**config.mk**
```make
export PLATFORM = sky130hd
export DESIGN_NAME = mux_edge_counter
export DESIGN_NICKNAME = d
export VERILOG_FILES = /design/src/rtl/mux_pkg.sv /design/src/rtl/bit_sync2.sv /design/src/rtl/mux_edge_counter.sv
export SDC_FILE = /design/constraint.sdc
export NUM_CORES = 1
export LEC_CHECK = 0
export ABC_CLOCK_PERIOD_IN_PS = 1840
export CORE_ASPECT_RATIO = 1.2
export CORE_MARGIN = 2
export CORE_UTILIZATION = 25
export CTS_CLUSTER_DIAMETER = 40
export DETAILED_ROUTE_END_ITERATION = 10
export PLACE_DENSITY_LB_ADDON = 0.2
export SLEW_MARGIN = 10
export SYNTH_ARGS = -nofsm -noshare
export SYNTH_HDL_FRONTEND = slang
export SYNTH_SLANG_ARGS = --single-unit
export TNS_END_PERCENT = 20
```
**constraint.sdc**
```tcl
create_clock -name clk -period 1.84 [get_ports clk]
set_input_delay 0.276 -clock clk [delete_from_list [all_inputs] [get_ports clk]]
set_output_delay 0.276 -clock clk [all_outputs]
set_load 0.005 [all_outputs]
```
**src/rtl/mux_pkg.sv**
```systemverilog
// Shared widths and FSM state encoding for the mux edge counter.
package mux_pkg;

  localparam int CNT_W = 8;
  localparam int WIN_W = 8;

  typedef enum logic {
    IDLE  = 1'b0,
    COUNT = 1'b1
  } state_t;

endpackage

```
**src/rtl/bit_sync2.sv**
```systemverilog
// Two-flop synchronizer that brings an asynchronous bit into the clk domain.
module bit_sync2 (
  input  logic clk,
  input  logic rst,
  input  logic d,
  output logic q
);

  logic meta;

  // Two back-to-back flops; the first may go metastable, the second resolves it.
  always_ff @(posedge clk) begin
    if (rst) begin
      meta <= 1'b0;
      q    <= 1'b0;
    end else begin
      meta <= d;
      q    <= meta;
    end
  end

endmodule

```
**src/rtl/mux_edge_counter.sv**
```systemverilog
// Counts rising edges of an asynchronous mux output over fixed-length windows
// and hands each window's count to a consumer over a valid/ready interface.
//
// Handshake: a result moves at any clk edge where cnt_valid & cnt_ready are
// both 1. cnt_valid is a register (never a combinational function of
// cnt_ready), stays high until that transfer, and cnt_out is frozen while it
// is high. A window closing while an unconsumed result is held is dropped
// and latches the sticky ovf flag.
module mux_edge_counter
  import mux_pkg::*;
(
  input  logic             clk,
  input  logic             rst,
  input  logic             en,
  input  logic             y_in,
  input  logic [WIN_W-1:0] win_len,
  output logic [CNT_W-1:0] cnt_out,
  output logic             cnt_valid,
  input  logic             cnt_ready,
  output logic             ovf,
  output logic             busy
);

  logic             y_sync;
  logic             y_dly;
  logic             rise;
  state_t           state;
  state_t           state_nxt;
  logic [WIN_W-1:0] timer;
  logic [WIN_W-1:0] timer_nxt;
  logic [CNT_W-1:0] edge_cnt;
  logic [CNT_W-1:0] edge_cnt_nxt;
  logic             close;
  logic [CNT_W-1:0] result;

  bit_sync2 u_sync (
    .clk (clk),
    .rst (rst),
    .d   (y_in),
    .q   (y_sync)
  );

  // One-cycle delay of the synchronized level for edge detection.
  always_ff @(posedge clk) begin
    if (rst) y_dly <= 1'b0;
    else     y_dly <= y_sync;
  end

  assign rise = y_sync & ~y_dly;
  assign busy = (state == COUNT);

  // State, window timer and running count registers.
  always_ff @(posedge clk) begin
    if (rst) begin
      state    <= IDLE;
      timer    <= '0;
      edge_cnt <= '0;
    end else begin
      state    <= state_nxt;
      timer    <= timer_nxt;
      edge_cnt <= edge_cnt_nxt;
    end
  end

  // Next-state logic. win_len - 1 wraps 0 to 255, so win_len = 0 is a
  // 256-cycle window. The rise seen on the closing edge is folded into result.
  always_comb begin
    state_nxt    = state;
    timer_nxt    = timer;
    edge_cnt_nxt = edge_cnt;
    close        = 1'b0;
    result       = edge_cnt + {{(CNT_W-1){1'b0}}, rise};
    case (state)
      IDLE: begin
        edge_cnt_nxt = '0;
        if (en) begin
          state_nxt = COUNT;
          timer_nxt = win_len - {{(WIN_W-1){1'b0}}, 1'b1};
        end
      end
      COUNT: begin
        if (timer == '0) begin
          close        = 1'b1;
          edge_cnt_nxt = '0;
          if (en) timer_nxt = win_len - {{(WIN_W-1){1'b0}}, 1'b1};
          else    state_nxt = IDLE;
        end else if (!en) begin
          state_nxt    = IDLE;
          edge_cnt_nxt = '0;
          timer_nxt    = '0;
        end else begin
          edge_cnt_nxt = result;
          timer_nxt    = timer - {{(WIN_W-1){1'b0}}, 1'b1};
        end
      end
      default: begin
        state_nxt    = IDLE;
        edge_cnt_nxt = '0;
        timer_nxt    = '0;
      end
    endcase
  end

  // Output register: load on close when empty or draining, else drop and flag.
  always_ff @(posedge clk) begin
    if (rst) begin
      cnt_out   <= '0;
      cnt_valid <= 1'b0;
      ovf       <= 1'b0;
    end else if (close && (!cnt_valid || cnt_ready)) begin
      cnt_out   <= result;
      cnt_valid <= 1'b1;
    end else begin
      if (close)                  ovf       <= 1'b1;
      if (cnt_valid && cnt_ready) cnt_valid <= 1'b0;
    end
  end

endmodule

```
==> reports/results.ini, run 1 <==
[status]
status = completed

[critical_path]
worstSetupPathType = flop to flop
critPathArrivalTime_ns = 2.00
worstSetupEndpointType = flop
cp_max_fo = 10
required_ns = 2.06

[logic_synthesis]
top_area_share_pct = 40.0
synth_area_per_cell_um2 = 9.38
yosys.area_share.simple_pct = 23.4
ys_sh_mux_pct = 4.67
syn-cell-area_mm2 = 0.00150
area_leaders = dfxtp_1 40%, nor2_1 5.2%, mux2i_1 4.7%
synthAdderAreaFrac_pct = 4.17
synth_flop_count = 30
synthTopLogicFamily = simple AND/OR/NAND/NOR gates
yosysWarnings = 0
yosys_area_mm2 = 0.00150
synth-xor-area-share_pct = 7.58
syn-num-nets = 178
synthFlopType = dfxtp_1
synthTopCellsByCount = 30 x dfxtp_1, 21 x nor2_1, 9 x inv_1
synth_top_cell_by_count = dfxtp_1
async_flop_share_pct = 0
ys_sh_aoi_pct = 13.8
edf_count = 0

[cts]
clock_latency_ns = 0.28
cts_buffer_depth = 2
numCtsBuffers = 5
clk_pin_slew_ns = 0.07
clock-sinks = 30
cts_root_buf = clkbuf_8
cts_tree = done

[final_timing]
worstMarginPinSlew_ns = 0.350
setup_viol_count_final = 0
skew_ns = 0.00620
min_period_ns = 1.78
drv_slew = 0
clock.fmax_ghz = 0.562
rsz0062_at_grt = yes

[grt]
grt_pass1_vias = 1265
antenna_found_initial = 0
grt_overflow_total = 0
grt_first_pass_wirelength_um = 5760

[job]
cap_violations = 0
log.warning_count = 28

[power_and_ir_drop]
p_sw_share_pct = 25.0
p_per_area_mw_per_mm2 = 806
power.switching_w = 0.000418
p_int_w = 0.00125
p_leak_nw = 0.796
p_seq_share_pct = 42.0
vdd_drop_max_v = 0.000261

[routing]
drt_iter0_drc = 17
wire_per_inst_um = 11.4
highest_layer = met4
drc = 0
drt_pass1_iterations = 2
avgViaCountPerCell = 4.39

[finish]
fin_area_mm2 = 0.00207
nFillCells = 619
drive_gt1_share_pct = 21.2
areaGrowthSynthToFinish_pct = 38.0
combGateArea_um2 = 822
fin_util_pct = 36.1
finalNetCount = 220

[floorplan]
die.size.y_um = 88.9
io_pins = 24
die-width_um = 74.7
chip_area_mm2 = 0.00664

[hold_path]
holdCritPathClass = flop to flop

[placement]
hpwl_um = 2520

==> run 1: power by group through the flow <==
stage / combinational, W / sequential [W] / clock [W]
6_report: 0.000321 / 0.000701 / 0.000649
5_1_grt: 0.000356 / 0.000705 / 0.000705
4_1_cts: 0.000316 / 0.000699 / 0.000674
3_5_place_dp: 0.000314 / 0.000714 / 0
3_3_place_gp: 0.000312 / 0.000714 / 0
2_1_floorplan: 0.000196 / 0.000714 / 0
==> run 1: cell families (layout without fill, tap and decap cells) <==
family | after synthesis | in the layout
AND-OR/OR-AND | 25 | 25
XOR/XNOR | 13 | 13
adder cells (fa/ha/maj) | 5 | 5
buffers and inverters | 17 | 60
flip-flops | 30 | 30
multiplexers | 7 | 7
AND/OR/NAND/NOR | 63 | 63
==> run 1: worst max-delay path: stages, from the launching register on <==
cell and delay [ns]:
dfxtp_2 0.32, or4_4 0.60, o21ai_4 0.23, buf_12 0.15, mux2i_2 0.23, a32o_1 0.18
==> run 1: registers in the layout, summed over array words and instances (netlist names) <==
signal / count
busy: 1
cnt_out: 8
cnt_valid: 1
edge_cnt: 8
ovf: 1
timer: 8
u_sync.meta: 1
u_sync.q: 1
y_dly: 1
==> run 1: timing repair <==
item	in CTS	in global routing
setup endpoints to repair	0	11
hold buffers	0	0
setup buffers	0	2
gates resized	0	5
==> run 1: worst paths after layout <==
kind                            slack [ns]                   start  depth (start not counted)                   to
worst max register to register        0.06     timer[5]$_SDFF_PP0_                          5  timer[5]$_SDFF_PP0_
worst min-delay path                  0.44  u_sync.meta$_SDFF_PP0_                          1  u_sync.q$_SDFF_PP0_
worst max-delay path                  0.06     timer[5]$_SDFF_PP0_                          5  timer[5]$_SDFF_PP0_
worst min register to register        0.44  u_sync.meta$_SDFF_PP0_                          1  u_sync.q$_SDFF_PP0_
==> run 1: placed cells by master (no fill, tap or decap), drive strengths merged, types with 2 or more instances in the layout <==
cell type and count:
dfxtp 30, clkdlybuf4s50 23, nor2 21, buf 20, inv 9, xnor2 7
mux2i 7, a211oi 7, nor3 6, xor2 6, nor2b 5, nand2 5
ha 5, clkbuf 5, nand3 4, a21oi 4, nor4 4, nand2b 3
a32o 3, nor3b 3, o21ai 3, or4 3, and3 2, o21a 2
o31ai 2, clkinv 2
==> run 1: per-stage QoR <==
stage / TNS, ns / instances / setup slack [ns] / hold WS, ns / power, W
4_1_cts: 0 / 281 / 0.0380 / 0.451 / 0.00169
5_1_grt: -0.0298 / 283 / -0.0265 / 0.472 / 0.00177
3_5_place_dp: 0 / 273 / 0.0196 / 0.436 / 0.00103
2_1_floorplan: 0 / 160 / 0.0269 / 0.404 / 0.000911
6_report: 0 / 283 / 0.0604 / 0.444 / 0.00167
3_3_place_gp: 0 / 273 / 0.0439 / 0.420 / 0.00103
==> run 1: area by class of cell <==
type                       instances  area share, %
clock buffer                       5           3.32
clock inverter                     3           1.93
inverter                           9           1.63
multi-input combinational        113           39.7
sequential                        30           29.0
tap                               80           4.83
timing repair buffer              43           19.6
==> run 1: routing by layer <==
layer  global-route usage [%]  vias to the layer above
li1                         -                      644
met1                     13.8                      562
met2                     19.3                       26
met3                     4.06                        9
met4                     4.38                        0
met5                        0                        -
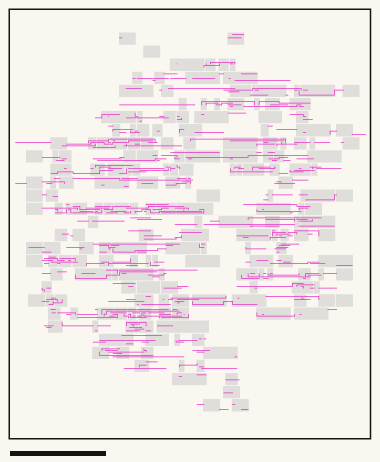
**Above:** run 1 (metal 1).
Scale bar: 20 um. Cells faint in the background.
nets with wire on the layer = 198
main direction = horizontal
share of all routed wire = 45%
met1 usage: 13.8%
final WL: 3230 um
vias: 1241

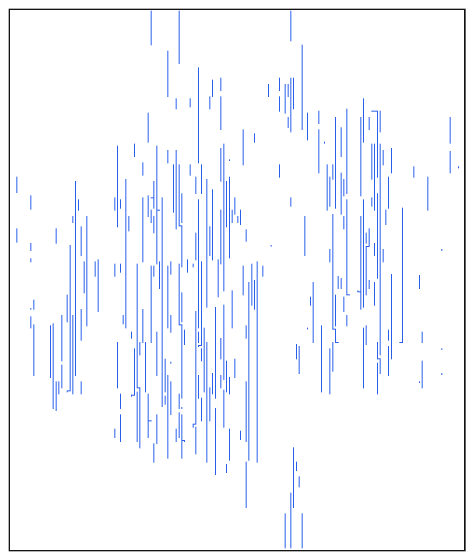
**Above:** run 1 (signal wires on met2).
wire length on this layer = 1570 um
nets with wire on the layer = 177
longest straight run = 34.7 um
met2 Use GR: 19.3%

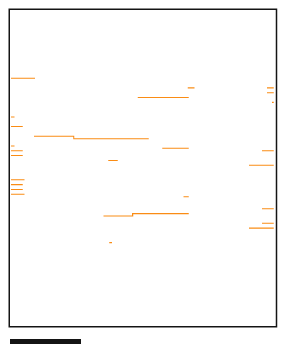
**Above:** run 1 (signal wires on met3).
Scale bar: 20 um.
nets with wire on the layer = 20
wire length on this layer = 139 um
longest straight run = 20.9 um
main direction = horizontal
share of all routed wire = 4.3%
met3 usage: 4.06%

==> run 1 -> run 2 <==
Settings changed: CORE_MARGIN 2 to default.
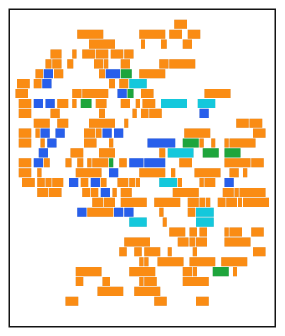
**Above:** run 2 (drive-strength map).
drive 1 or less -> orange  # cells 164
drive 2 -> green  # cells 8
drive 6 and up -> cyan  # cells 8
drive 3 to 4 -> blue  # cells 25
min setup slack post-route: 0.0846 ns
Final Instance Area: 0.00206 mm^2

==> run 2 against run 1 <==
Compared with the run above: sequential share of layout area is essentially flat; wire length decreased by 1.4%; sequential power about the same; final area shrank 0.36%; synthesized cell count is the same; via count grew 0.16%; power down 5.8%; synthesized area unchanged; die size decreased by 4.9%; first-iteration DRC count up 140%; critical path depth unchanged; flip-flop count is the same.
==> reports/results.ini, run 2 <==
[status]
status = completed

[finish]
largest_registers = cnt_out: 8 flops, edge_cnt: 8 flops, timer: 8 flops
areaGrowthSynthToFinish_pct = 37.5
drive_gt1_share_pct = 20.0  ; -1.2 points
nFillCells = 621  ; +0.32%
finalNetCount = 222  ; +0.91%
layout.cells.non_filler = 285  ; +0.71%

[hold_path]
holdCritPathClass = flop to flop
whs_endpoint = u_sync.q$_SDFF_PP0_
min_delay_path_depth = 1  ; unchanged
hold_start = u_sync.meta$_SDFF_PP0_

[logic_synthesis]
syn-cell-area_mm2 = 0.00150  ; unchanged
top_area_share_pct = 40.0  ; unchanged
synth_flop_count = 30  ; unchanged
syn-num-nets = 178  ; unchanged
yosys_area_mm2 = 0.00150  ; unchanged
edf_count = 0  ; unchanged
area_leaders = dfxtp_1 40%, nor2_1 5.2%, mux2i_1 4.7%
synthTopCellsByCount = 30 x dfxtp_1, 21 x nor2_1, 9 x inv_1
yosysWarnings = 0  ; unchanged
async_flop_share_pct = 0  ; unchanged

[critical_path]
required_ns = 2.02  ; -0.04 ns
worstSetupPathType = flop to flop
cp_max_fo = 10  ; unchanged
ff2ff_setup_slack_ns = 0.08  ; +0.02 ns
cp_cell_sequence = or4_4 -> o21ai_4 -> buf_12 -> mux2i_1 -> a32o_1
worstSetupEndpointType = flop
timing.rr.start = timer[2]$_SDFF_PP0_

[power_and_ir_drop]
p_sw_share_pct = 26.6  ; +1.6 points
p_int_w = 0.00115  ; -7.9%
p_seq_share_pct = 44.5  ; +2.5 points
p_per_area_mw_per_mm2 = 762  ; -5.5%
totalPowerFinal_w = 0.00157  ; -5.8%
p_leak_nw = 0.797  ; +0.11%
vdd_drop_max_v = 0.000229  ; -12%

[final_timing]
holdWs_ns = 0.440  ; -0.00415 ns
clock.fmax_ghz = 0.570  ; +1.4%
min_period_ns = 1.76  ; -0.0243 ns
worstMarginPinSlew_ns = 0.350  ; -0.000383 ns
setup_viol_count_final = 0  ; unchanged

[routing]
vias = 1243  ; +0.16%
avgViaCountPerCell = 4.36  ; -0.54%
drc = 0  ; unchanged
drt_pass1_iterations = 4  ; +2
drt_iter0_drc = 40  ; +23
wire_per_inst_um = 11.2  ; -2.1%

[floorplan]
die.size.y_um = 86.9  ; -2.2%
chip_area_mm2 = 0.00632  ; -4.9%

[placement]
dp_slack_ns = 0.0208  ; +0.00115 ns
placed_cells = 276  ; +1.1%
hpwl_um = 2400  ; -4.8%

[job]
log.warning_count = 27  ; -3.6%
cap_violations = 0  ; unchanged

[cts]
clock-sinks = 30  ; unchanged
numCtsBuffers = 5  ; unchanged
cts_root_buf = clkbuf_8
cts_buffer_depth = 2  ; unchanged
cts_tree = done

[grt]
met3_usage_pct = 3.13  ; -0.93 points
grt_pass1_vias = 1170  ; -7.5%
grt_use_met2_pct = 18.5  ; -0.79 points

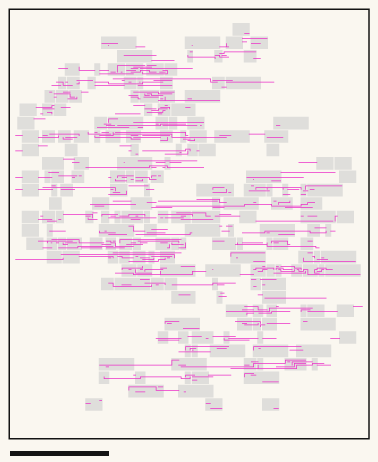
**Above:** run 2 (metal 1).
Scale bar: 20 um. Cells faint in the background.
share of all routed wire = 47%
nets with wire on the layer = 202
wire length on this layer = 1490 um
met1 usage: 14.0%
final WL: 3180 um

-- run 2: cell counts after synthesis --
No cell type changed its count.
-- run 2: worst max-delay path: cells and delay by family (launching register included) --
family                 cells  cell delay, ns
buffers and inverters      1            0.16
AOI/OAI and AO/OA          2            0.49
muxes                      1            0.07
and+or+nand+nor            1            0.59
DFF                        1            0.34
-- run 2: per-stage QoR --
step | setup TNS [ns] | utilization (%)
final | 0 | 36.2
after global routing | -0.00205 | 36.2
after CTS | 0 | 36.1
after detailed placement | 0 | 34.4
after global placement | -0.0262 | 34.4
after floorplan | 0 | -
-- run 2: power by group through the flow --
stage                     clock (W)  sequential, W  combinational [W]
after detailed placement          0       0.000715           0.000317
after global placement            0       0.000716           0.000318
after CTS                  0.000583       0.000700           0.000319
after floorplan                   0       0.000714           0.000196
final                      0.000555       0.000700           0.000318
after global routing       0.000612       0.000704           0.000351
-- run 2: how the worst max path moves through the flow --
stage	endpoint	cells after the start	slack, ns	start
2_1_floorplan	cnt_out[3]$_SDFFE_PP0P_	7	0.03	timer[0]$_SDFF_PP0_
3_3_place_gp	timer[6]$_SDFF_PP0_	6	-0.03	win_len[4]
3_5_place_dp	timer[6]$_SDFF_PP0_	6	0.02	win_len[4]
4_1_cts	cnt_out[5]$_SDFFE_PP0P_	7	0.04	timer[1]$_SDFF_PP0_
5_1_grt	cnt_out[7]$_SDFFE_PP0P_	5	-0.002	timer[2]$_SDFF_PP0_
6_report	timer[5]$_SDFF_PP0_	5	0.08	timer[2]$_SDFF_PP0_
-- run 2: repair_timing --
item / in CTS / in global routing
gates resized: 0 / 1
setup endpoints to repair: 0 / 11
hold buffers: 0 / 0
setup buffers: 0 / 1
-- run 2: layout make-up --
type / instances / area, um^2 / share of cell area (%)
Multi-Input combinational cell: 113 / 815 / 39.5
Timing Repair Buffer: 45 / 420 / 20.4
Sequential cell: 30 / 601 / 29.1
Tap cell: 80 / 100 / 4.85
Clock inverter: 2 / 12.5 / 0.606
Inverter: 9 / 33.8 / 1.64
Clock buffer: 6 / 82.6 / 4.00
-- run 2: layer usage --
layer / share of wire (%) / up-vias
li1: - / 649
met1: 47 / 558
met2: 48 / 32
met3: 3.5 / 4
met4: 2.2 / 0
met5: 0 / -
-- run 2: logic make-up (layout without fill, tap and decap cells) --
logic type,after synthesis,count (layout),share of synthesized area [%]
simple gates,63,63,23.4
flops,30,30,40.0
compound gates,25,25,13.8
buf+inv,17,62,6.42
xor+xnor,13,13,7.58
mux,7,7,4.67
fa+ha+maj,5,5,4.17
==> run 2 -> run 3 <==
Settings changed: SLEW_MARGIN 10 to 30.
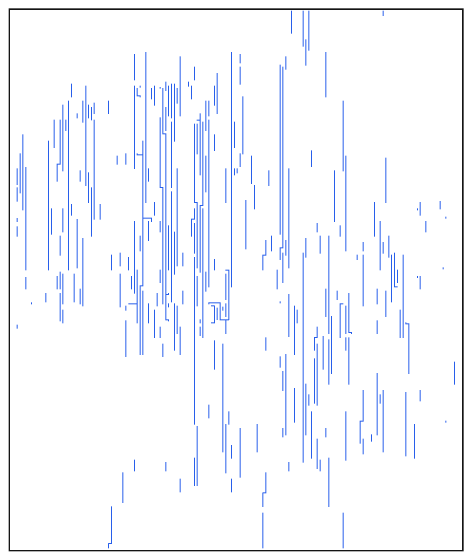
**Above:** run 3 (signal wires on met2).
share of all routed wire = 48%
wire length on this layer = 1510 um
nets with wire on the layer = 183
longest straight run = 37.7 um
main direction = vertical
vias: 1243
met2 Use GR: 18.5%

==> run 3 against run 2 <==
Compared with the run above: highest routed layer unchanged; clock power barely moved; first-iteration DRC count unchanged; critical path depth stayed put; power is the same; combinational power about the same; sequential share of layout area unchanged; final cell count stayed put.
==> reports/results.ini, run 3 <==
[power_and_ir_drop]
p_int_w = 0.00115  ; unchanged
p_leak_nw = 0.797  ; unchanged
p_seq_share_pct = 44.5  ; about the same
p_sw_share_pct = 26.6  ; unchanged
totalPowerFinal_w = 0.00157  ; unchanged
p_per_area_mw_per_mm2 = 762  ; unchanged

[logic_synthesis]
syn-num-nets = 178  ; unchanged
top_area_share_pct = 40.0  ; unchanged
synth_flop_count = 30  ; unchanged
area_leaders = dfxtp_1 40%, nor2_1 5.2%, mux2i_1 4.7%
async_flop_share_pct = 0  ; unchanged
syn-cell-area_mm2 = 0.00150  ; unchanged
synthTopCellsByCount = 30 x dfxtp_1, 21 x nor2_1, 9 x inv_1
yosysWarnings = 0  ; unchanged

[cts]
numCtsBuffers = 5  ; unchanged
cts_tree = done
cts_root_buf = clkbuf_8
cts_buffer_depth = 2  ; unchanged

[finish]
fin_util_pct = 36.2  ; unchanged
combGateArea_um2 = 815  ; unchanged
finalNetCount = 222  ; unchanged
areaGrowthSynthToFinish_pct = 37.5  ; unchanged
nFillCells = 621  ; unchanged
layout.cells.non_filler = 285  ; unchanged
largest_registers = cnt_out: 8 flops, edge_cnt: 8 flops, timer: 8 flops
seqCellArea_um2 = 601  ; unchanged
drive_gt1_share_pct = 20.0  ; unchanged

[status]
status = completed

[final_timing]
min_period_ns = 1.76  ; unchanged
clock.fmax_ghz = 0.570  ; unchanged
setup_viol_count_final = 0  ; unchanged

[placement]
placed_cells = 276  ; unchanged
hpwl_um = 2400  ; unchanged

[critical_path]
worstSetupEndpointType = flop
worstSetupPathType = flop to flop
required_ns = 2.02  ; about the same
cp_max_fo = 10  ; unchanged

[routing]
drt_pass1_iterations = 4  ; unchanged
wirelength_um = 3180  ; unchanged
drt_iter0_drc = 40  ; unchanged
avgViaCountPerCell = 4.36  ; unchanged
wire_per_inst_um = 11.2  ; unchanged
drc = 0  ; unchanged

[job]
log.warning_count = 27  ; unchanged
cap_violations = 0  ; unchanged

[floorplan]
die.size.y_um = 86.9  ; unchanged

[grt]
grt_pass1_vias = 1170  ; unchanged

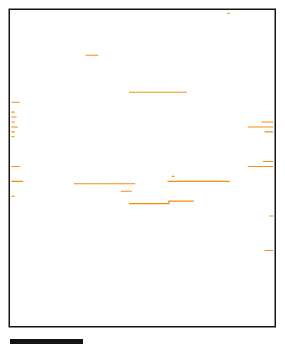
**Above:** run 3 (signal wires on met3).
Scale bar: 20 um.
met3 usage: 3.13%

run 3: cell counts after synthesis:
Identical to the previous run, type by type.
run 3: worst max-delay path: stages (launching register included):
cell and delay (ns):
dfxtp_1 0.34, or4_4 0.59, o21ai_4 0.24, buf_12 0.16
mux2i_1 0.07, a32o_1 0.25
run 3: what timing repair did:
| action | CTS | global route |
|---|---|---|
| buffers inserted | 0 | 1 |
| resized | 0 | 1 |
| endpoints found under the hold margin | 0 | 0 |
| endpoints found under the setup margin | 0 | 11 |
run 3: kinds of logic after synthesis:
kind of cell	synth area share (%)
AND-OR/OR-AND	13.8
buffers and inverters	6.42
flip-flops	40.0
AND/OR/NAND/NOR	23.4
XOR/XNOR	7.58
adder cells (fa/ha/maj)	4.17
multiplexers	4.67
run 3: cell type report:
cell class	instances	share of cell area, %
clock buffer	6	4.00
sequential	30	29.1
clock inverter	2	0.606
timing repair buffer	45	20.4
inverter	9	1.64
multi-input combinational	113	39.5
tap	80	4.85
run 3: metal layers:
metal  share of wire, %  GRT usage [%]
met5                  0              0
met4                2.2           5.88
met3                3.5           3.13
met2                 48           18.5
met1                 47           14.0
run 3: through the flow:
step	hold WS, ns	area, um^2	setup TNS, ns	worst slack [ns]
after floorplan	0.404	1510	0	0.0269
after global placement	0.427	1960	-0.0262	-0.0262
after detailed placement	0.432	1960	0	0.0208
after CTS	0.449	2060	0	0.0380
after global routing	0.467	2060	-0.00205	-0.00205
final	0.440	2060	0	0.0846
run 3: path summary, 6_finish.rpt:
check / from / end / slack (ns) / cells after the start
setup / recovery: timer[2]$_SDFF_PP0_ / timer[5]$_SDFF_PP0_ / 0.08 / 5
setup reg to reg: timer[2]$_SDFF_PP0_ / timer[5]$_SDFF_PP0_ / 0.08 / 5
hold / removal: u_sync.meta$_SDFF_PP0_ / u_sync.q$_SDFF_PP0_ / 0.44 / 1
hold reg to reg: u_sync.meta$_SDFF_PP0_ / u_sync.q$_SDFF_PP0_ / 0.44 / 1
run 3: power by group through the flow:
stage	sequential (W)	combinational (W)	clock, W
final	0.000700	0.000318	0.000555
after global routing	0.000704	0.000351	0.000612
after CTS	0.000700	0.000319	0.000583
after detailed placement	0.000715	0.000317	0
after global placement	0.000716	0.000318	0
after floorplan	0.000714	0.000196	0

==> screenshots <==
Clock nets.
picture 1
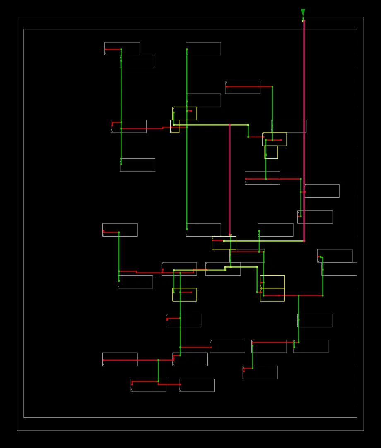
picture 2
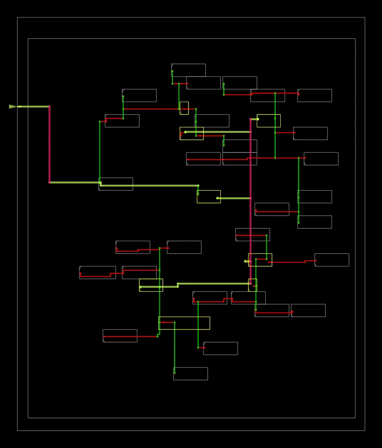
picture 1 -> run 2
picture 2 -> run 1

Power is estimated from default activity; no workload was simulated.
